[config.mk]
export PLATFORM = sky130hd
export DESIGN_NAME = nn_class_argmax_flat
export DESIGN_NICKNAME = d
export VERILOG_FILES = /design/src/rtl/nn_pkg.sv /design/src/rtl/nn_class_argmax_if.sv /design/src/rtl/nn_acc_counter.sv /design/src/rtl/nn_class_argmax.sv /design/src/flat_wrapper.sv
export SDC_FILE = /design/constraint.sdc
export NUM_CORES = 1
export LEC_CHECK = 0
export CAP_MARGIN = 40
export CORE_MARGIN = 2
export CORE_UTILIZATION = 53
export CTS_CLUSTER_SIZE = 30
export DETAILED_ROUTE_END_ITERATION = 7
export PLACE_DENSITY = 0.86
export SYNTH_ARGS = -nofsm -noshare
export SYNTH_HDL_FRONTEND = slang
export SYNTH_SLANG_ARGS = --single-unit
[constraint.sdc]
create_clock -name clk -period 3.8 [get_ports clk]
set_clock_uncertainty 0.05 [all_clocks]
set_input_delay 0.76 -clock clk [delete_from_list [all_inputs] [get_ports clk]]
set_output_delay 0.76 -clock clk [all_outputs]
set_load 0.005 [all_outputs]
[src/rtl/nn_pkg.sv]
// Shared NN pipeline types and constants.
// Defaults are shared with the softmax stage.
package nn_pkg;

  localparam int NN_Q_FRAC_BITS = 16;
  localparam int NN_DATA_W      = NN_Q_FRAC_BITS;
  localparam int NN_N_CLASSES   = 10;

  typedef enum logic [1:0] {
    IDLE  = 2'd0,
    ACCUM = 2'd1,
    HOLD  = 2'd2
  } argmax_state_t;

endpackage

[src/rtl/nn_class_argmax_if.sv]
// Probability-beat input and result-record output bundle
// for the argmax classifier stage.
interface nn_class_argmax_if #(
  parameter int DATA_W = 16,
  parameter int IDX_W  = 4
);
  logic              in_valid;
  logic              in_ready;
  logic [DATA_W-1:0] in_data;
  logic              in_last;
  logic [IDX_W-1:0]  in_label;
  logic              out_valid;
  logic              out_ready;
  logic [IDX_W-1:0]  out_idx;
  logic [DATA_W-1:0] out_max;
  logic              out_correct;
  logic              out_err;

  modport master (
    output in_valid, in_data, in_last, in_label, out_ready,
    input  in_ready, out_valid, out_idx, out_max,
    input  out_correct, out_err
  );

  modport slave (
    input  in_valid, in_data, in_last, in_label, out_ready,
    output in_ready, out_valid, out_idx, out_max,
    output out_correct, out_err
  );
endinterface

[src/rtl/nn_acc_counter.sv]
// Saturating, clearable total/correct counter pair.
// A clear overrides a same-cycle increment.
module nn_acc_counter #(
  parameter int CNT_W = 32
) (
  input  logic             clk,
  input  logic             rst,
  input  logic             clr,
  input  logic             inc,
  input  logic             hit,
  output logic [CNT_W-1:0] total,
  output logic [CNT_W-1:0] correct
);
  logic [CNT_W-1:0] total_q, total_d;
  logic [CNT_W-1:0] correct_q, correct_d;

  always_comb begin
    total_d   = total_q;
    correct_d = correct_q;
    if (clr) begin
      total_d   = '0;
      correct_d = '0;
    end else if (inc) begin
      if (total_q != '1)
        total_d = total_q + CNT_W'(1);
      if (hit && correct_q != '1)
        correct_d = correct_q + CNT_W'(1);
    end
  end

  always_ff @(posedge clk or posedge rst) begin
    if (rst) begin
      total_q   <= '0;
      correct_q <= '0;
    end else begin
      total_q   <= total_d;
      correct_q <= correct_d;
    end
  end

  assign total   = total_q;
  assign correct = correct_q;
endmodule

[src/rtl/nn_class_argmax.sv]
// Streaming argmax classifier: one result record per vector.
// Define NN_ARGMAX_ACC_EN to add the epoch accuracy tally.
module nn_class_argmax
  import nn_pkg::*;
#(
  parameter int N_CLASSES = NN_N_CLASSES,
  parameter int DATA_W    = NN_DATA_W,
  parameter int IDX_W     = $clog2(N_CLASSES)
`ifdef NN_ARGMAX_ACC_EN
  ,
  parameter int CNT_W     = 32
`endif
) (
  input  logic             clk,
  input  logic             rst,
  nn_class_argmax_if.slave bus
`ifdef NN_ARGMAX_ACC_EN
  ,
  input  logic             acc_clr,
  output logic [CNT_W-1:0] acc_total,
  output logic [CNT_W-1:0] acc_correct
`endif
);
  // Counter must reach N_CLASSES+1 so over-long vectors stay distinguishable.
  localparam int CW = $clog2(N_CLASSES + 2);
  localparam logic [CW-1:0] N_C = CW'(N_CLASSES);
  localparam logic [CW-1:0] SAT = CW'(N_CLASSES + 1);

  argmax_state_t     state_q, state_d;
  logic [DATA_W-1:0] best_val_q, best_val_d;
  logic [IDX_W-1:0]  best_idx_q, best_idx_d;
  logic [IDX_W-1:0]  label_q, label_d;
  logic [CW-1:0]     cnt_q, cnt_d;
  logic              err_q, err_d;
  logic              corr_q, corr_d;
  logic              in_ready;
  logic              out_valid;
  logic              last;

  always_comb begin
    state_d    = state_q;
    best_val_d = best_val_q;
    best_idx_d = best_idx_q;
    label_d    = label_q;
    cnt_d      = cnt_q;
    err_d      = err_q;
    corr_d     = corr_q;
    in_ready   = 1'b0;
    out_valid  = 1'b0;
    last       = 1'b0;
    unique case (state_q)
      IDLE: begin
        in_ready = 1'b1;
        if (bus.in_valid) begin
          best_val_d = bus.in_data;
          best_idx_d = '0;
          label_d    = bus.in_label;
          cnt_d      = CW'(1);
          last       = bus.in_last;
          state_d    = bus.in_last ? HOLD : ACCUM;
        end
      end
      ACCUM: begin
        in_ready = 1'b1;
        if (bus.in_valid) begin
          if (cnt_q < N_C && bus.in_data > best_val_q) begin
            best_val_d = bus.in_data;
            best_idx_d = IDX_W'(cnt_q);
          end
          if (cnt_q != SAT)
            cnt_d = cnt_q + CW'(1);
          last = bus.in_last;
          if (bus.in_last)
            state_d = HOLD;
        end
      end
      HOLD: begin
        out_valid = 1'b1;
        if (bus.out_ready)
          state_d = IDLE;
      end
      default: state_d = IDLE;
    endcase
    if (last) begin
      err_d  = (cnt_d != N_C);
      corr_d = (best_idx_d == label_d) && (cnt_d == N_C);
    end
  end

  always_ff @(posedge clk or posedge rst) begin
    if (rst) begin
      state_q    <= IDLE;
      best_val_q <= '0;
      best_idx_q <= '0;
      label_q    <= '0;
      cnt_q      <= '0;
      err_q      <= 1'b0;
      corr_q     <= 1'b0;
    end else begin
      state_q    <= state_d;
      best_val_q <= best_val_d;
      best_idx_q <= best_idx_d;
      label_q    <= label_d;
      cnt_q      <= cnt_d;
      err_q      <= err_d;
      corr_q     <= corr_d;
    end
  end

  assign bus.in_ready    = in_ready;
  assign bus.out_valid   = out_valid;
  assign bus.out_idx     = best_idx_q;
  assign bus.out_max     = best_val_q;
  assign bus.out_correct = corr_q;
  assign bus.out_err     = err_q;

`ifdef NN_ARGMAX_ACC_EN
  nn_acc_counter #(
    .CNT_W (CNT_W)
  ) u_acc (
    .clk     (clk),
    .rst     (rst),
    .clr     (acc_clr),
    .inc     (out_valid & bus.out_ready),
    .hit     (corr_q),
    .total   (acc_total),
    .correct (acc_correct)
  );
`endif
endmodule

[src/flat_wrapper.sv]
// flat-port wrapper written by rule: the top's interface ports become plain ports
module nn_class_argmax_flat import nn_pkg::*;
#(
  parameter int N_CLASSES = NN_N_CLASSES,
  parameter int DATA_W    = NN_DATA_W,
  parameter int IDX_W     = $clog2(N_CLASSES)

)
  (clk, rst, bus_in_valid, bus_in_data, bus_in_last, bus_in_label, bus_out_ready, bus_in_ready, bus_out_valid, bus_out_idx, bus_out_max, bus_out_correct, bus_out_err);
  nn_class_argmax_if #(.DATA_W(DATA_W), .IDX_W(IDX_W)) bus_i ();
  input  logic clk;
  input  logic rst;
  input wire logic [$bits(bus_i.in_valid)-1:0] bus_in_valid;
  input wire logic [$bits(bus_i.in_data)-1:0] bus_in_data;
  input wire logic [$bits(bus_i.in_last)-1:0] bus_in_last;
  input wire logic [$bits(bus_i.in_label)-1:0] bus_in_label;
  input wire logic [$bits(bus_i.out_ready)-1:0] bus_out_ready;
  output wire logic [$bits(bus_i.in_ready)-1:0] bus_in_ready;
  output wire logic [$bits(bus_i.out_valid)-1:0] bus_out_valid;
  output wire logic [$bits(bus_i.out_idx)-1:0] bus_out_idx;
  output wire logic [$bits(bus_i.out_max)-1:0] bus_out_max;
  output wire logic [$bits(bus_i.out_correct)-1:0] bus_out_correct;
  output wire logic [$bits(bus_i.out_err)-1:0] bus_out_err;
  assign bus_i.in_valid = bus_in_valid;
  assign bus_i.in_data = bus_in_data;
  assign bus_i.in_last = bus_in_last;
  assign bus_i.in_label = bus_in_label;
  assign bus_i.out_ready = bus_out_ready;
  assign bus_in_ready = bus_i.in_ready;
  assign bus_out_valid = bus_i.out_valid;
  assign bus_out_idx = bus_i.out_idx;
  assign bus_out_max = bus_i.out_max;
  assign bus_out_correct = bus_i.out_correct;
  assign bus_out_err = bus_i.out_err;
  nn_class_argmax #(.N_CLASSES(N_CLASSES), .DATA_W(DATA_W), .IDX_W(IDX_W)) u_core (.clk(clk), .rst(rst), .bus(bus_i));
endmodule
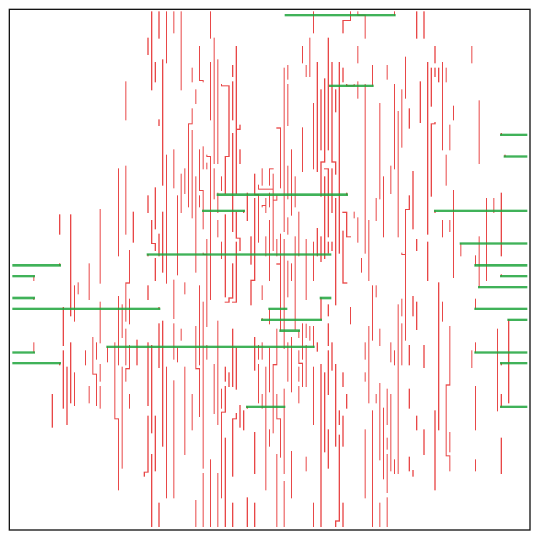
(metal layers overlaid)
(8 px per um) Two of the layers only.
- green: M3 (wire length 205 um)
- red: M2 (wire length 1920 um)
routed len/inst: 13.6 um
GRT Total Usage: 21.1%
Vias: 1504

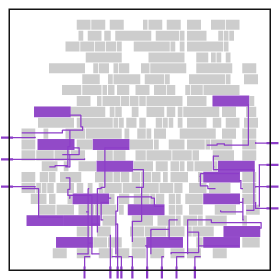
(nets reached from selected ports)
(4 px per um)
- purple: bus_out_max (bits 16; direction output; edge 9 bottom, 4 right, 3 left; end cells 16; buffers 16; wire 469 um)
# IOs: 49
PortBufs: 48

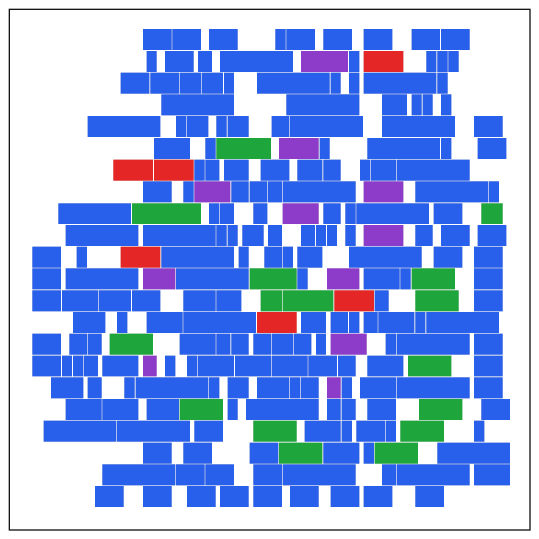
(drive-strength map)
(8 px per um)
- purple: x2 (cells 11; share 4.7%; most used mux2i_2)
- blue: x1 and smaller (cells 202; share 86%; most used clkdlybuf4s50_1)
- red: x6 and larger (cells 6; share 2.6%; most used clkbuf_8)
- green: x3 and x4 (cells 16; share 6.8%; most used mux2_4)
fin worst setup slack: 0.681 ns
Finished Cell Area: 2580 um2

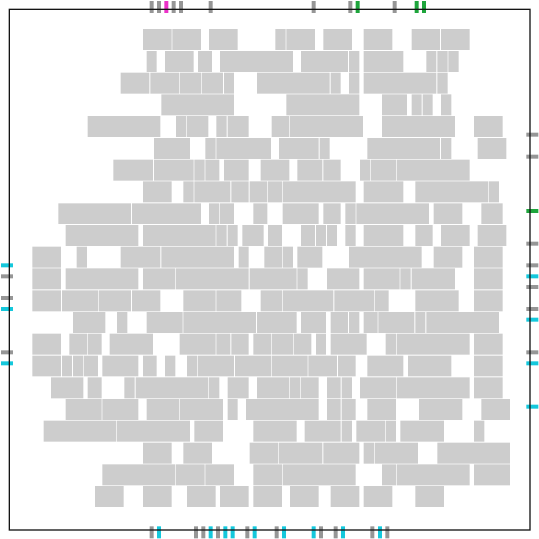
(pin placement)
(8 px per um) Pins as bars across the die edge, other pins in grey.
- magenta: bus_out_ready (pins 1; direction input; edge top)
- cyan: bus_out_max (pins 16; direction output; edge 9 bottom, 4 right, 3 left)
- green: bus_in_label (pins 4; direction input; edge 3 top, 1 right)
DIE HEIGHT: 64.9 um
Die Wd: 64.9 um

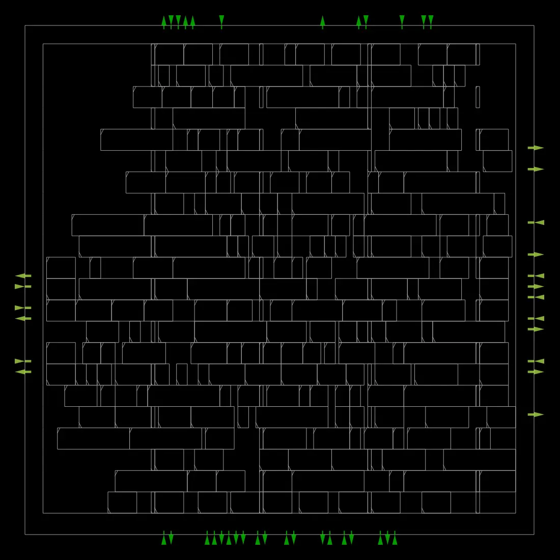
(cell outlines without signal wires)
CORE AREA: 3610 um2
Core Util, Final: 71.5%
filler cell count: 267
Well Taps: 48

==> flow_metrics.tcl <==
# implementation run metrics
set metrics [dict create \
    endpoint_kind "flop" \
    maxSlewHeadroom_pct 69.0 \
    vias_per_cell 5.31 \
    hpwl_um 2990 \
    crit_arrival_ns 3.23 \
    grt_pass1_vias 1495 \
    finalClockPeriodUsage_pct 82.1 \
    final_layout_size_suffix_gt1_share_pct 14.0 \
    antenna_found_initial 0 \
    required_ns 3.91 \
    timing.final.hold_violations 0 \
    synth_nets 223 \
    worst_ir_drop_vdd_mv 0.335 \
    setup_violations 0 \
    clockRootBuffer "clkbuf_8" \
    path_clk_slew_ns 0.06 \
    synth_cell_types 43 \
    critPathMaxFanout 16 \
    p_sw_mw 0.474 \
    internal-power_mw 0.931 \
    p_sw_share_pct 33.7 \
    drv_slew 0 \
    synth_flops 32 \
    lay_top_cells "clkdlybuf4s50_1, dfrtp_1, inv_1" \
    first_pass_iters 6 \
    syn_inst 181 \
    path_class "in -> reg" \
    fin_nets 276 \
    final.setup.tns_ns 0 \
    drcViolationCount 0 \
    ys_sh_simple_pct 15.1 \
    row_count 22 \
    fp_util_pct 54.5 \
    cts_tree "yes" \
    post-route-min-period_ns 3.12 \
    die_area_um2 4210 \
    wirelength_um 3850 \
    flop_cell "dfrtp_1" \
    grt_pass1_wl_um 6780 \
    yosysWarnings 0 \
    synthXorXnorAreaFrac_pct 1.78 \
    path_cells "clkdlybuf4s50_1 -> ha_1 -> nand4_2 -> or3_1 -> a21o_1 -> nand3_1 -> nand2_1 -> a21oi_4 -> buf_4 -> mux2_1" \
    p_leak_nw 1.23 \
    ys_cells 181 \
    adder_share_pct 10.8 \
    layout.cells.most_common "clkdlybuf4s50_1" \
    syn_area_per_cell_um2 10.9 \
    cpMaxStageDelayCell "clkdlybuf4s50_1" \
    grt_overflow 0 \
    ys_seq_share_pct 40.7 \
    max_freq_mhz 321 \
    holdBufCountCts 0 \
    compound_area_share_pct 10.1 \
    post-cts-setup-buffers 0 \
    grt_max_degree 33 \
    yosysChipArea_um2 1970 \
    status "finished, final reports clean" \
    cp-start-kind "input pin" \
    drv_cap 0 \
    tool_warnings 26 \
    max_stage_delay_ns 0.44 \
    clk-insertion-delay-late_ns 0.28 \
    drt_iter0_drc 67 \
    clock_sinks 32 \
    htree_num_levels 2 \
    mux_share_pct 15.3 \
    edf_count 0 \
    critical_path_buf_inv_count 2 \
    seq_power_share_pct 37.4 \
    placed_area_um2 2490 \
    n_antenna_cell 0 \
    rsz0062_at_grt "no" \
    combPwrFrac_pct 43.6 \
    syn_to_final_growth_pct 31.3 \
    antenna_left 0 \
    post_cts_resized 0 \
    clock_path_buffers 2 \
    logic_family "multiplexers" \
    ys_async_sr_fraction_pct 100 \
    place.gp.congestion 0.807 \
    critical_path.top_delay_family "buffers and inverters" \
    p_per_area_nw_per_um2 545 \
    tightest_slew_ns 0.460 \
    holdCritPathClass "reg -> reg" \
    syn_area_um2 1970 \
    cts-buffers-inserted 5 \
    pwr-share-clk_pct 19.0 \
]
==> power by group through the flow <==
| stage | combinational, mW | sequential [mW] | clock [mW] |
|---|---|---|---|
| 5_1_grt | 0.681 | 0.540 | 0.293 |
| 3_5_place_dp | 0.612 | 0.532 | 0 |
| 3_3_place_gp | 0.591 | 0.527 | 0 |
| 4_1_cts | 0.620 | 0.526 | 0.277 |
| 2_1_floorplan | 0.378 | 0.513 | 0 |
| 6_report | 0.612 | 0.526 | 0.267 |
==> path summary, 6_finish.rpt <==
kind | from | end | slack (ns) | cells past startpoint
setup reg to reg | u_core.bus.out_max[11] | u_core.bus.out_max[3] | 1.19 | 10
setup / recovery | bus_in_data[14] | u_core.bus.out_max[3] | 0.68 | 10
hold / removal | u_core.bus.out_correct | u_core.bus.out_correct | 0.44 | 2
max in group asynchronous | rst | u_core.bus.out_max[3] | 2.58 | 3
min in group asynchronous | rst | u_core.cnt_q[3] | 0.82 | 3
hold reg to reg | u_core.bus.out_correct | u_core.bus.out_correct | 0.44 | 2
==> routing by layer <==
metal | share of wire (%) | track usage [%] | wire [um] | up-vias
met5 | 0 | 0 | 0 | -
met3 | 5.3 | 4.34 | 204 | 5
met4 | 1.6 | 9.84 | 63 | 0
met2 | 50 | 35.4 | 1920 | 35
li1 | - | - | - | 729
met1 | 43 | 26.0 | 1660 | 735
==> sequential cells by signal, indices dropped and copies added (netlist names) <==
register,count
u_core.bus.out_idx,4
u_core.bus.out_max,16
u_core.cnt_q,4
u_core.bus.out_correct,1
u_core.state_q,2
u_core.label_q,4
u_core.bus.out_err,1
==> stage by stage <==
step / power (mW) / std cells / worst slack (ns) / util (%) / hold WS (ns)
2_1_floorplan: 0.891 / 181 / 0.990 / - / 0.408
3_3_place_gp: 1.12 / 275 / 0.452 / 69.0 / 0.421
3_5_place_dp: 1.14 / 275 / 0.375 / 69.0 / 0.422
4_1_cts: 1.42 / 283 / 0.669 / 71.5 / 0.441
5_1_grt: 1.51 / 283 / 0.506 / 71.5 / 0.480
6_report: 1.40 / 283 / 0.681 / 71.5 / 0.436
==> cell type report <==
class | instances | area [um2] | area share [%]
Tap cell | 48 | 60.1 | 2.33
Sequential cell | 32 | 801 | 31.0
Inverter | 23 | 86.3 | 3.35
Timing Repair Buffer | 50 | 495 | 19.2
Clock buffer | 6 | 82.6 | 3.20
Clock inverter | 2 | 10.0 | 0.388
Multi-Input combinational cell | 122 | 1040 | 40.5
==> cells in the mapped netlist (2+ instances only) <==
library cell | count | share of area [%]
a21oi_1 | 7 | 1.8
a221oi_1 | 2 | 0.89
clkbuf_1 | 2 | 0.38
dfrtp_1 | 32 | 41
ha_1 | 17 | 11
inv_1 | 23 | 4.4
mux2_1 | 6 | 3.4
mux2_2 | 2 | 1.1
mux2_4 | 10 | 7.6
mux2i_1 | 2 | 1.0
mux2i_2 | 3 | 2.1
nand2_1 | 21 | 4.0
nand2b_1 | 4 | 1.3
nand3_1 | 4 | 1.0
nand4_1 | 3 | 0.95
nor2_1 | 8 | 1.5
nor2b_1 | 2 | 0.64
nor3_1 | 2 | 0.51
o21ai_0 | 3 | 0.76
or3_1 | 2 | 0.64
xor2_1 | 4 | 1.8
Power is estimated from default activity; no workload was simulated.
